==> src/rtl/keycode_player.sv <==
// keycode_player
//   Autonomous song playback source. Walks a synchronous song ROM, turns each
//   note index back into its keyboard keycode and drives the same
//   keycode_new/keycode_old pair the USB keyboard path drives. Each entry holds
//   its key for dur*STEP_TICKS cycles and then releases for GAP_CYCLES cycles,
//   so repeated notes always retrigger at the parser.
//
// Parameters
//   ADDR_W      song ROM address width (song length up to 2^ADDR_W entries)
//   STEP_TICKS  Clk cycles per duration tick (>= 1)
//   GAP_CYCLES  release cycles after every entry (>= 2)
//
// Ports
//   Clk, Reset   system clock, synchronous active-high reset
//   Start        level; begins playback at address 0 when idle
//   Stop         level; aborts playback from any state
//   Loop         sampled when an END entry is decoded
//   rom_addr     song ROM address
//   rom_data     ROM word, valid one cycle after rom_addr
//                [15] END, [14] REST, [13:8] note index, [7:0] duration ticks
//   keycode_new  current keycode (8'h00 = no key)
//   keycode_old  keycode_new delayed one Clk
//   Busy         high in every state except IDLE
//   Done         one-cycle pulse on the last gap cycle of a non-looped song
//   BadNote      sticky; an unmappable note was played; cleared on Start
module keycode_player #(
  parameter int unsigned ADDR_W     = 8,
  parameter int unsigned STEP_TICKS = 500000,
  parameter int unsigned GAP_CYCLES = 4
) (
  input  logic              Clk,
  input  logic              Reset,
  input  logic              Start,
  input  logic              Stop,
  input  logic              Loop,
  output logic [ADDR_W-1:0] rom_addr,
  input  logic [15:0]       rom_data,
  output logic [7:0]        keycode_new,
  output logic [7:0]        keycode_old,
  output logic              Busy,
  output logic              Done,
  output logic              BadNote
);

  localparam int unsigned TW = (STEP_TICKS > 1) ? $clog2(STEP_TICKS) : 1;
  localparam int unsigned GW = (GAP_CYCLES > 1) ? $clog2(GAP_CYCLES) : 1;
  localparam logic [TW-1:0] TICK_LOAD = TW'(STEP_TICKS - 1);
  localparam logic [GW-1:0] GAP_LOAD  = GW'(GAP_CYCLES - 1);

  typedef enum logic [2:0] {
    S_IDLE,
    S_FETCH,
    S_WAIT,
    S_NOTE,
    S_GAP,
    S_END_GAP
  } state_t;

  state_t            state, state_n;
  logic [ADDR_W-1:0] addr_n;
  logic [7:0]        key_n;
  logic [TW-1:0]     tick_cnt, tick_n;
  logic [7:0]        dur_cnt, dur_n;
  logic [GW-1:0]     gap_cnt, gap_n;
  logic              last_entry, last_n;
  logic              loop_q, loop_n;
  logic              bad_n;

  logic [8:0]        mapped;
  logic              dec_end;
  logic              dec_bad;
  logic [7:0]        dec_key;
  logic [7:0]        dec_dur;
  logic              do_decode;

  // {valid, keycode}; valid=0 for note indices with no key on the keyboard.
  function automatic logic [8:0] note_map(input logic [5:0] note);
    logic [8:0] m;
    m = '0;
    case (note)
      6'd0:  m = {1'b1, 8'h1D};
      6'd2:  m = {1'b1, 8'h1B};
      6'd4:  m = {1'b1, 8'h06};
      6'd5:  m = {1'b1, 8'h04};
      6'd6:  m = {1'b1, 8'h19};
      6'd7:  m = {1'b1, 8'h16};
      6'd8:  m = {1'b1, 8'h05};
      6'd9:  m = {1'b1, 8'h07};
      6'd10: m = {1'b1, 8'h14};
      6'd11: m = {1'b1, 8'h09};
      6'd12: m = {1'b1, 8'h1A};
      6'd13: m = {1'b1, 8'h0A};
      6'd14: m = {1'b1, 8'h08};
      6'd15: m = {1'b1, 8'h0B};
      6'd16: m = {1'b1, 8'h15};
      6'd17: m = {1'b1, 8'h0D};
      6'd18: m = {1'b1, 8'h17};
      6'd19: m = {1'b1, 8'h0E};
      6'd20: m = {1'b1, 8'h1C};
      6'd21: m = {1'b1, 8'h0F};
      6'd22: m = {1'b1, 8'h18};
      6'd23: m = {1'b1, 8'h33};
      6'd24: m = {1'b1, 8'h0C};
      6'd25: m = {1'b1, 8'h34};
      6'd26: m = {1'b1, 8'h12};
      6'd28: m = {1'b1, 8'h13};
      6'd30: m = {1'b1, 8'h2F};
      default: m = '0;
    endcase
    return m;
  endfunction

  // Entry decode, shared by WAIT, the last GAP cycle and a looping END_GAP.
  // last_entry forces END after the top address so no wrap fetch is used.
  always_comb begin
    mapped  = note_map(rom_data[13:8]);
    dec_end = rom_data[15] || last_entry;
    dec_bad = !rom_data[14] && !mapped[8];
    dec_key = (rom_data[14] || !mapped[8]) ? 8'h00 : mapped[7:0];
    dec_dur = (rom_data[7:0] == 8'h00) ? 8'd1 : rom_data[7:0];
  end

  always_comb begin
    state_n   = state;
    addr_n    = rom_addr;
    key_n     = keycode_new;
    tick_n    = tick_cnt;
    dur_n     = dur_cnt;
    gap_n     = gap_cnt;
    last_n    = last_entry;
    loop_n    = loop_q;
    bad_n     = BadNote;
    Done      = 1'b0;
    do_decode = 1'b0;

    if (Stop) begin
      state_n = S_IDLE;
      key_n   = 8'h00;
    end else begin
      unique case (state)
        S_IDLE: begin
          if (Start) begin
            state_n = S_FETCH;
            addr_n  = '0;
            bad_n   = 1'b0;
            last_n  = 1'b0;
          end
        end
        S_FETCH: state_n = S_WAIT;
        S_WAIT:  do_decode = 1'b1;
        S_NOTE: begin
          if (tick_cnt == '0) begin
            if (dur_cnt == 8'd0) begin
              state_n = S_GAP;
              key_n   = 8'h00;
              gap_n   = GAP_LOAD;
              if (&rom_addr) last_n = 1'b1;
              else           addr_n = rom_addr + 1'b1;
            end else begin
              dur_n  = dur_cnt - 8'd1;
              tick_n = TICK_LOAD;
            end
          end else begin
            tick_n = tick_cnt - 1'b1;
          end
        end
        S_GAP: begin
          if (gap_cnt == '0) do_decode = 1'b1;
          else               gap_n = gap_cnt - 1'b1;
        end
        S_END_GAP: begin
          if (gap_cnt == '0) begin
            if (loop_q) begin
              do_decode = 1'b1;
            end else begin
              state_n = S_IDLE;
              Done    = 1'b1;
            end
          end else begin
            gap_n = gap_cnt - 1'b1;
          end
        end
        default: state_n = S_IDLE;
      endcase

      if (do_decode) begin
        if (dec_end) begin
          // Address 0 is presented right away so a looping seam has the
          // same fetch window as an ordinary gap.
          state_n = S_END_GAP;
          key_n   = 8'h00;
          gap_n   = GAP_LOAD;
          loop_n  = Loop;
          addr_n  = '0;
          last_n  = 1'b0;
        end else begin
          state_n = S_NOTE;
          key_n   = dec_key;
          tick_n  = TICK_LOAD;
          dur_n   = dec_dur - 8'd1;
          if (dec_bad) bad_n = 1'b1;
        end
      end
    end
  end

  always_ff @(posedge Clk) begin
    if (Reset) begin
      state       <= S_IDLE;
      rom_addr    <= '0;
      keycode_new <= '0;
      keycode_old <= '0;
      tick_cnt    <= '0;
      dur_cnt     <= '0;
      gap_cnt     <= '0;
      last_entry  <= 1'b0;
      loop_q      <= 1'b0;
      BadNote     <= 1'b0;
    end else begin
      state       <= state_n;
      rom_addr    <= addr_n;
      keycode_new <= key_n;
      keycode_old <= keycode_new;
      tick_cnt    <= tick_n;
      dur_cnt     <= dur_n;
      gap_cnt     <= gap_n;
      last_entry  <= last_n;
      loop_q      <= loop_n;
      BadNote     <= bad_n;
    end
  end

  assign Busy = (state != S_IDLE);

endmodule

==> config.mk <==
export PLATFORM = sky130hd
export DESIGN_NAME = keycode_player
export DESIGN_NICKNAME = d
export VERILOG_FILES = /design/src/rtl/keycode_player.sv
export SDC_FILE = /design/constraint.sdc
export NUM_CORES = 1
export LEC_CHECK = 0
export CAP_MARGIN = 30
export CORE_MARGIN = 1
export CORE_UTILIZATION = 30
export DETAILED_ROUTE_END_ITERATION = 16
export GPL_ROUTABILITY_DRIVEN = 1
export PLACE_DENSITY = 0.53
export SLEW_MARGIN = 20
export SYNTH_ARGS = -nofsm -noshare
export SYNTH_HDL_FRONTEND = slang
export SYNTH_SLANG_ARGS = --single-unit
==> constraint.sdc <==
create_clock -name Clk -period 3 [get_ports Clk]
set_input_delay 0.9 -clock Clk [delete_from_list [all_inputs] [get_ports Clk]]
set_output_delay 0.9 -clock Clk [all_outputs]
set_load 0.01 [all_outputs]
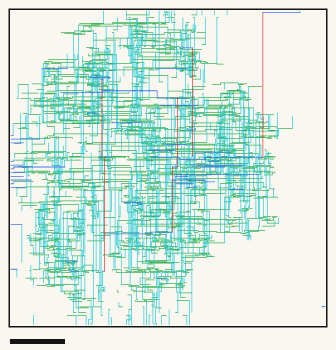
Fig. 1. Signal wires by layer (run 1).
Bar = 20 um.
| colour | layer | wire length |
|---|---|---|
| green | M1 | 5430 um |
| red | M4 | 212 um |
| cyan | M2 | 5750 um |
| blue | M3 | 420 um |
global router's overall resource usage: 0.185
total routed wirelength: 11800 um
Via Count: 4035
WL/cell: 16.6 um

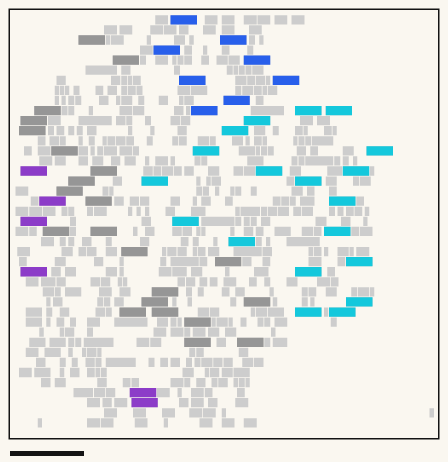
Fig. 2. Sequential cells coloured by netlist name (run 1).
Bar = 20 um. Other sequential cells in the stronger grey, the rest of the logic in the fainter grey.
| colour | name in the netlist | placed flops |
|---|---|---|
| purple | `keycode_old` | 6 |
| blue | `rom_addr` | 8 |
| cyan | `tick_cnt` | 19 |
not coloured: 22
Final Core Density: 0.383
flop share of the area: 0.228
storage element area: 0.00110 mm2
seq pwr: 756 uW

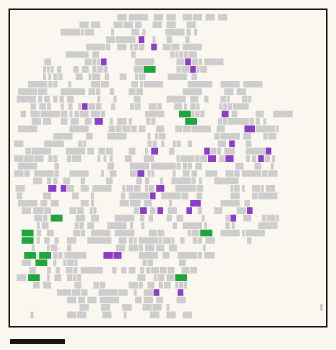
Fig. 3. Selected gate families (run 1).
Bar = 20 um.
| colour | family | cells |
|---|---|---|
| green | fa/ha/maj cells | 12 |
| purple | and/or cells | 31 |

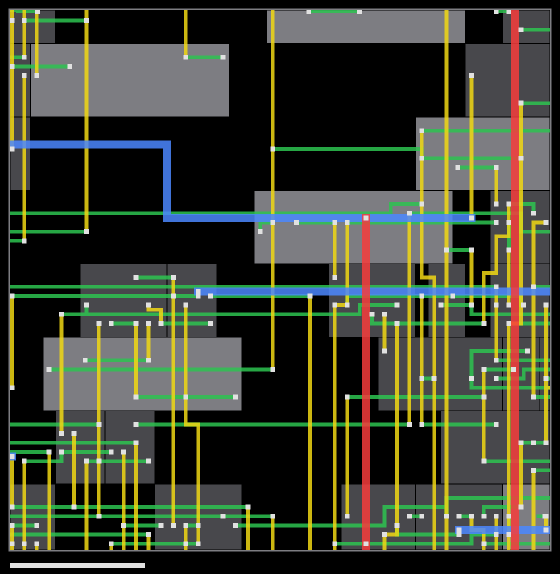
Fig. 4. A small window of the routed layout (run 1).
Bar = 5 um. Region (48, 71) to (68, 91) um. Cells in grey, sequential cells in the stronger grey; small squares are vias.
| colour | layer |
|---|---|
| yellow | M2 |
| green | M1 |
| red | M4 |
| blue | M3 |
cells with their middle in the window: 20
sequential cells in the window: 4
netlist names of flops here include: `tick_cnt` (3), `rom_addr` (1)
most frequent: dfxtp_1 (4)

==> run_results.csv, run 1 <==
group,metric,value,unit
final_layout,final_area,0.00483,mm2
critical_path,end_kind,"primary output",
final_layout,lay_top_cells,"55 x dfxtp_1, 45 x nor2_1, 42 x clkdlybuf4s50_1",
die,fp_util,0.306,
clocking,cts_tree,"yes",
clocking,clkSinkCount,55,
synth,synth_top_area_share,0.285,
final_timing,tightest_slew,0.757,ns
clocking,clk_latency,0.31,ns
clocking,clockBufferDepth,2,
global_routing,grt_pass1_vias,3801,
critical_path,critPathBufInv,3,
drt,viasPerCell,5.66,
drt,drt-initial-drc-count,196,
final_layout,drive_above_1_share,0.137,
synth,ys_sh_simple,0.291,
hold_path,hold_path.class,"flip-flop to flip-flop",
synth,ys_warn_count,0,
global_routing,overflow,0,
place,placed_area,0.00468,mm2
die,die_height,116,um
drt,ant_nets,0,
synth,synth_xor_xnor_area_share,0.0113,
outcome,outcome,"completed",
place,place_ws,-0.246,ns
synth,area_leaders,"dfxtp_1 28%, a21oi_1 5.2%, nor2_1 4.4%",
critical_path,cp-start-kind,"input pin",
final_timing,fin_ws,0.0756,ns
critical_path,crit_type,"input pin to primary output",
global_routing,grt_pass1_wl,19300,um
critical_path,critical-path-slowest-cell,"clkdlybuf4s50_1",
synth,top_area_cell,"dfxtp_1",
global_routing,grt_max_degree,27,
synth,ys_seq_frac,0.285,
critical_path,cpPeakStageDelay,0.45,ns
final_timing,whs,0.495,ns
final_timing,fin_crit_sh,0.975,
die,die_area,0.0133,mm2
synth,edf_count,0,
clocking,clk_pin_slew_worst_paths,0.08,ns
synth,flop_cell,"dfxtp_1",
final_layout,nNetsFinal,573,
drt,first_pass_iters,4,
power,p_total,1.75,mW
final_timing,grt_setup_unrepaired,"no",
final_timing,tns,0,ns
critical_path,cp_data_required_time,2.10,ns
final_layout,fill_cells,1310,
global_routing,grt_antenna_before_repair,0,
final_timing,slew_violations,0,
critical_path,crit_fanout,2,
die,io_pins,48,
final_layout,lay_top_count,"dfxtp_1",
hold_path,min_from,"BadNote",
synth,synth.cellmix.compoundShare,0.281,
die,die_w,116,um
power,ir_drop,0.339,mV
final_timing,setup_viol,0,
clocking,cts_buffers,5,
synth,fa_ha_area_frac,0.0388,
clocking,cts.htree.levels,2,
power,p_per_area,362,mW/mm2
flow_run,warnings,33,
flow_run,timing.max_cap.violations,0,
synth,ys_area,0.00387,mm2
place,hpwlAfterDp,8850,um
die,core-area,0.0126,mm2
clocking,cts_hold_buffers,0,
[run 1: registers in the layout (all words and copies together), names as in the netlist]
signal and flops:
BadNote 1, dur_cnt 8, gap_cnt 2, keycode_new 6
keycode_old 6, last_entry 1, loop_q 1, rom_addr 8
state 3, tick_cnt 19
[run 1: path summary, 6_finish.rpt]
check	endpoint	slack [ns]	depth (start not counted)
max	Done	0.08	5
min	BadNote	0.50	2
max reg2reg	rom_addr[5]	0.51	7
min reg2reg	BadNote	0.50	2
[run 1: tightest hold or removal path: stages, from the launching register on]
cell	delay (ns)
dfxtp_1	0.31
o21ai_0	0.08
a21oi_1	0.06
[run 1: cell usage after synthesis, drive strengths merged, types with 9 or more instances]
master  instances
nand2          24
dfxtp          55
nand3          24
clkbuf         20
nor4           15
buf            10
o21ai          21
ha             12
nor3           17
a21oi          40
nor2           45
a31oi           9
inv            16
[run 1: routing by layer]
metal / vias up / GRT usage / part of all wire
met2: 83 / 0.317 / 0.49
met1: 1975 / 0.233 / 0.46
li1: 1964 / - / -
met4: 0 / 0.0554 / 0.018
met5: - / 0 / 0
met3: 13 / 0.0356 / 0.035
[run 1: area by class of cell]
class | count | area [um2] | area share
clock buffer | 6 | 129 | 0.0267
clock inverter | 2 | 16.3 | 0.00337
inverter | 17 | 63.8 | 0.0132
multi-input combinational | 378 | 2570 | 0.533
sequential | 55 | 1100 | 0.228
tap | 172 | 215 | 0.0446
timing repair buffer | 83 | 731 | 0.151
[run 1: logic make-up (layout without fill, tap and decap cells)]
family,Yosys count,in the layout
multiplexers,12,12
XOR/XNOR,5,5
buffers and inverters,47,108
flip-flops,55,55
AND/OR/NAND/NOR,191,191
adder cells (fa/ha/maj),12,12
other,1,4
AND-OR/OR-AND,154,154
[run 1: report_power, final]
group | switching [mW] | total, mW | internal [mW]
sequential | 0.0163 | 0.756 | 0.740
clock | 0.297 | 0.611 | 0.314
combinational | 0.225 | 0.380 | 0.155
[run 1: per-stage QoR]
stage / cells / utilization
2_1_floorplan: 480 / -
3_3_place_gp: 705 / 0.371
3_5_place_dp: 705 / 0.371
4_1_cts: 713 / 0.382
5_1_grt: 713 / 0.383
6_report: 713 / 0.383
[run 1: repair_timing]
action | CTS | global route
endpoints found under the hold margin | 0 | 0
resized | 1 | 1
buffers inserted | 0 | 0
endpoints found under the setup margin | 1 | 1
Fig. 5: run 1, track usage over the die
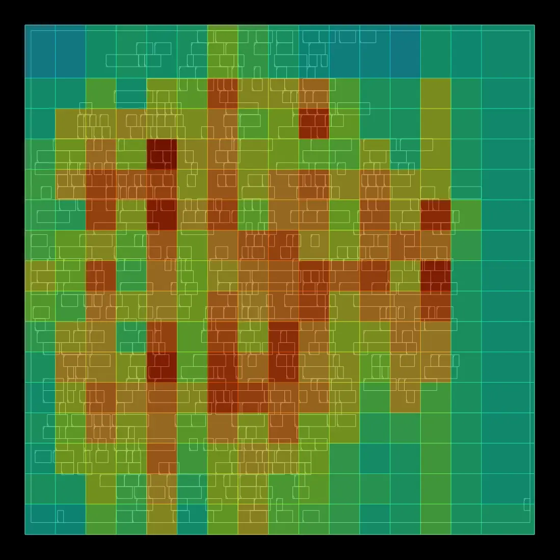

## Run 2: what changed since run 1
--- a/config.mk
+++ b/config.mk
@@ -10,6 +10,7 @@
 export CORE_UTILIZATION = 30
 export DETAILED_ROUTE_END_ITERATION = 16
 export GPL_ROUTABILITY_DRIVEN = 1
+export MAX_ROUTING_LAYER = met4
 export PLACE_DENSITY = 0.53
 export SLEW_MARGIN = 20
 export SYNTH_ARGS = -nofsm -noshare
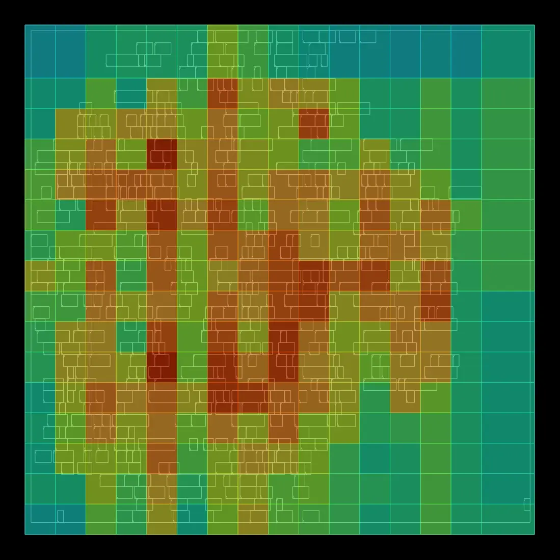
Fig. 6. Track usage over the die (run 2).
met2 GRT Util: 0.316
GR met3 Demand/Resource: 0.0335
WL/cell: 16.6 um

==> run 2 against run 1 <==
Effect of this change: sequential share of layout area stayed put; non-clock buffer count stayed put; register-to-register slack hardly changed; fmax is 0.34% lower; combinational power hardly changed; largest power group unchanged.
==> run_results.csv, run 2 <==
group,metric,value,unit
clocking,clockBufferDepth,2,
synth,ys_seq_frac,0.285,
die,fp_util,0.306,
clocking,clk_latency,0.31,ns
critical_path,cp-start-kind,"input pin",
clocking,clkSinkCount,55,
final_layout,nNetsFinal,573,
hold_path,hold_path.class,"flip-flop to flip-flop",
synth,synth_dominant_cell_count,"dfxtp_1",
flow_run,warnings,33,
power,p_total,1.75,mW
clocking,clk_pin_slew_worst_paths,0.08,ns
synth,ys_area,0.00387,mm2
synth,common_cells,"55 x dfxtp_1, 45 x nor2_1, 40 x a21oi_1",
final_timing,tightest_slew,0.747,ns
final_layout,combGateArea,0.00257,mm2
final_layout,top_register,"tick_cnt",
clocking,cts_buffers,5,
global_routing,track_usage,0.191,
final_layout,fin_cells,713,
final_layout,fill_cells,1310,
outcome,outcome,"completed",
place,placed_area,0.00468,mm2
final_layout,final_area,0.00483,mm2
drt,drt-total-wl,11900,um
global_routing,overflow,0,
drt,drt-initial-drc-count,217,
critical_path,reg2regPathDepth,7,
critical_path,cp_data_required_time,2.10,ns
synth,edf_count,0,
critical_path,end_kind,"primary output",
synth,area_leaders,"dfxtp_1 28%, a21oi_1 5.2%, nor2_1 4.4%",
final_layout,lay_top_cells,"55 x dfxtp_1, 45 x nor2_1, 42 x clkdlybuf4s50_1",
final_timing,fin_ws,0.0656,ns
critical_path,critical-path-slowest-cell,"clkdlybuf4s50_1",
final_layout,drive_above_1_share,0.137,
final_timing,setup_viol,0,
global_routing,grt_pass1_vias,3795,
final_timing,grt_setup_unrepaired,"no",
drt,vias,4038,
critical_path,path_depth,5,
synth,top_area_cell,"dfxtp_1",
place,dp_cells,705,
clocking,postCtsResizedCells,1,
place,place_ws,-0.246,ns
global_routing,grt_pass1_wl,19300,um
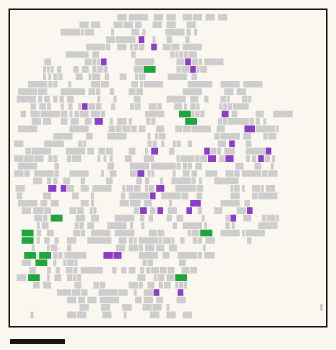
Fig. 7. Selected gate families (run 2).
Bar = 20 um.
| colour | family | cells |
|---|---|---|
| purple | and/or cells | 31 |
| green | fa/ha/maj cells | 12 |
dominant logic cell type in the layout: dfxtp_1
logic share of the area: 0.533

run 2: cell counts in the layout (fill, tap and decap cells not counted):
Identical to the previous run, type by type.
run 2: routing by layer:
layer,GRT usage,vias up,share of wire
met5,-,-,0
met4,0.0554,0,0.017
met3,0.0335,13,0.033
met2,0.316,99,0.49
met1,0.236,1967,0.46
li1,-,1959,-
run 2: cell families after synthesis:
kind of cell,after synthesis,synth area share
buffers and inverters,47,0.0534
AND-OR/OR-AND,154,0.281
adder cells (fa/ha/maj),12,0.0388
XOR/XNOR,5,0.0113
multiplexers,12,0.0391
other,1,0.000970
AND/OR/NAND/NOR,191,0.291
flip-flops,55,0.285
run 2: layout make-up:
type | instances | area share
Tap cell | 172 | 0.0446
Timing Repair Buffer | 83 | 0.151
Clock inverter | 2 | 0.00337
Inverter | 17 | 0.0132
Sequential cell | 55 | 0.228
Clock buffer | 6 | 0.0267
Multi-Input combinational cell | 378 | 0.533
run 2: final timing paths:
path                    from           to  slack (ns)
setup reg to reg  dur_cnt[0]  rom_addr[5]        0.51
hold reg to reg      BadNote      BadNote        0.49
hold / removal       BadNote      BadNote        0.49
setup / recovery        Stop         Done        0.07
run 2: stage by stage:
| step | util | setup TNS, ns |
|---|---|---|
| 6_report | 0.383 | 0 |
| 5_1_grt | 0.383 | 0 |
| 4_1_cts | 0.382 | 0 |
| 3_5_place_dp | 0.371 | -0.778 |
| 3_3_place_gp | 0.371 | -0.503 |
| 2_1_floorplan | - | 0 |
run 2: power by group:
group	total, mW	switching, mW	internal [mW]
Combinational	0.381	0.226	0.155
Sequential	0.757	0.0164	0.740
Clock	0.610	0.296	0.314
Total	1.75	0.538	1.21
run 2: tightest hold or removal path, cell delays in order (launching register included):
cell	delay (ns)
dfxtp_1	0.31
o21ai_0	0.08
a21oi_1	0.06
Power figures rest on the tool's default switching activity, not on a simulated workload.
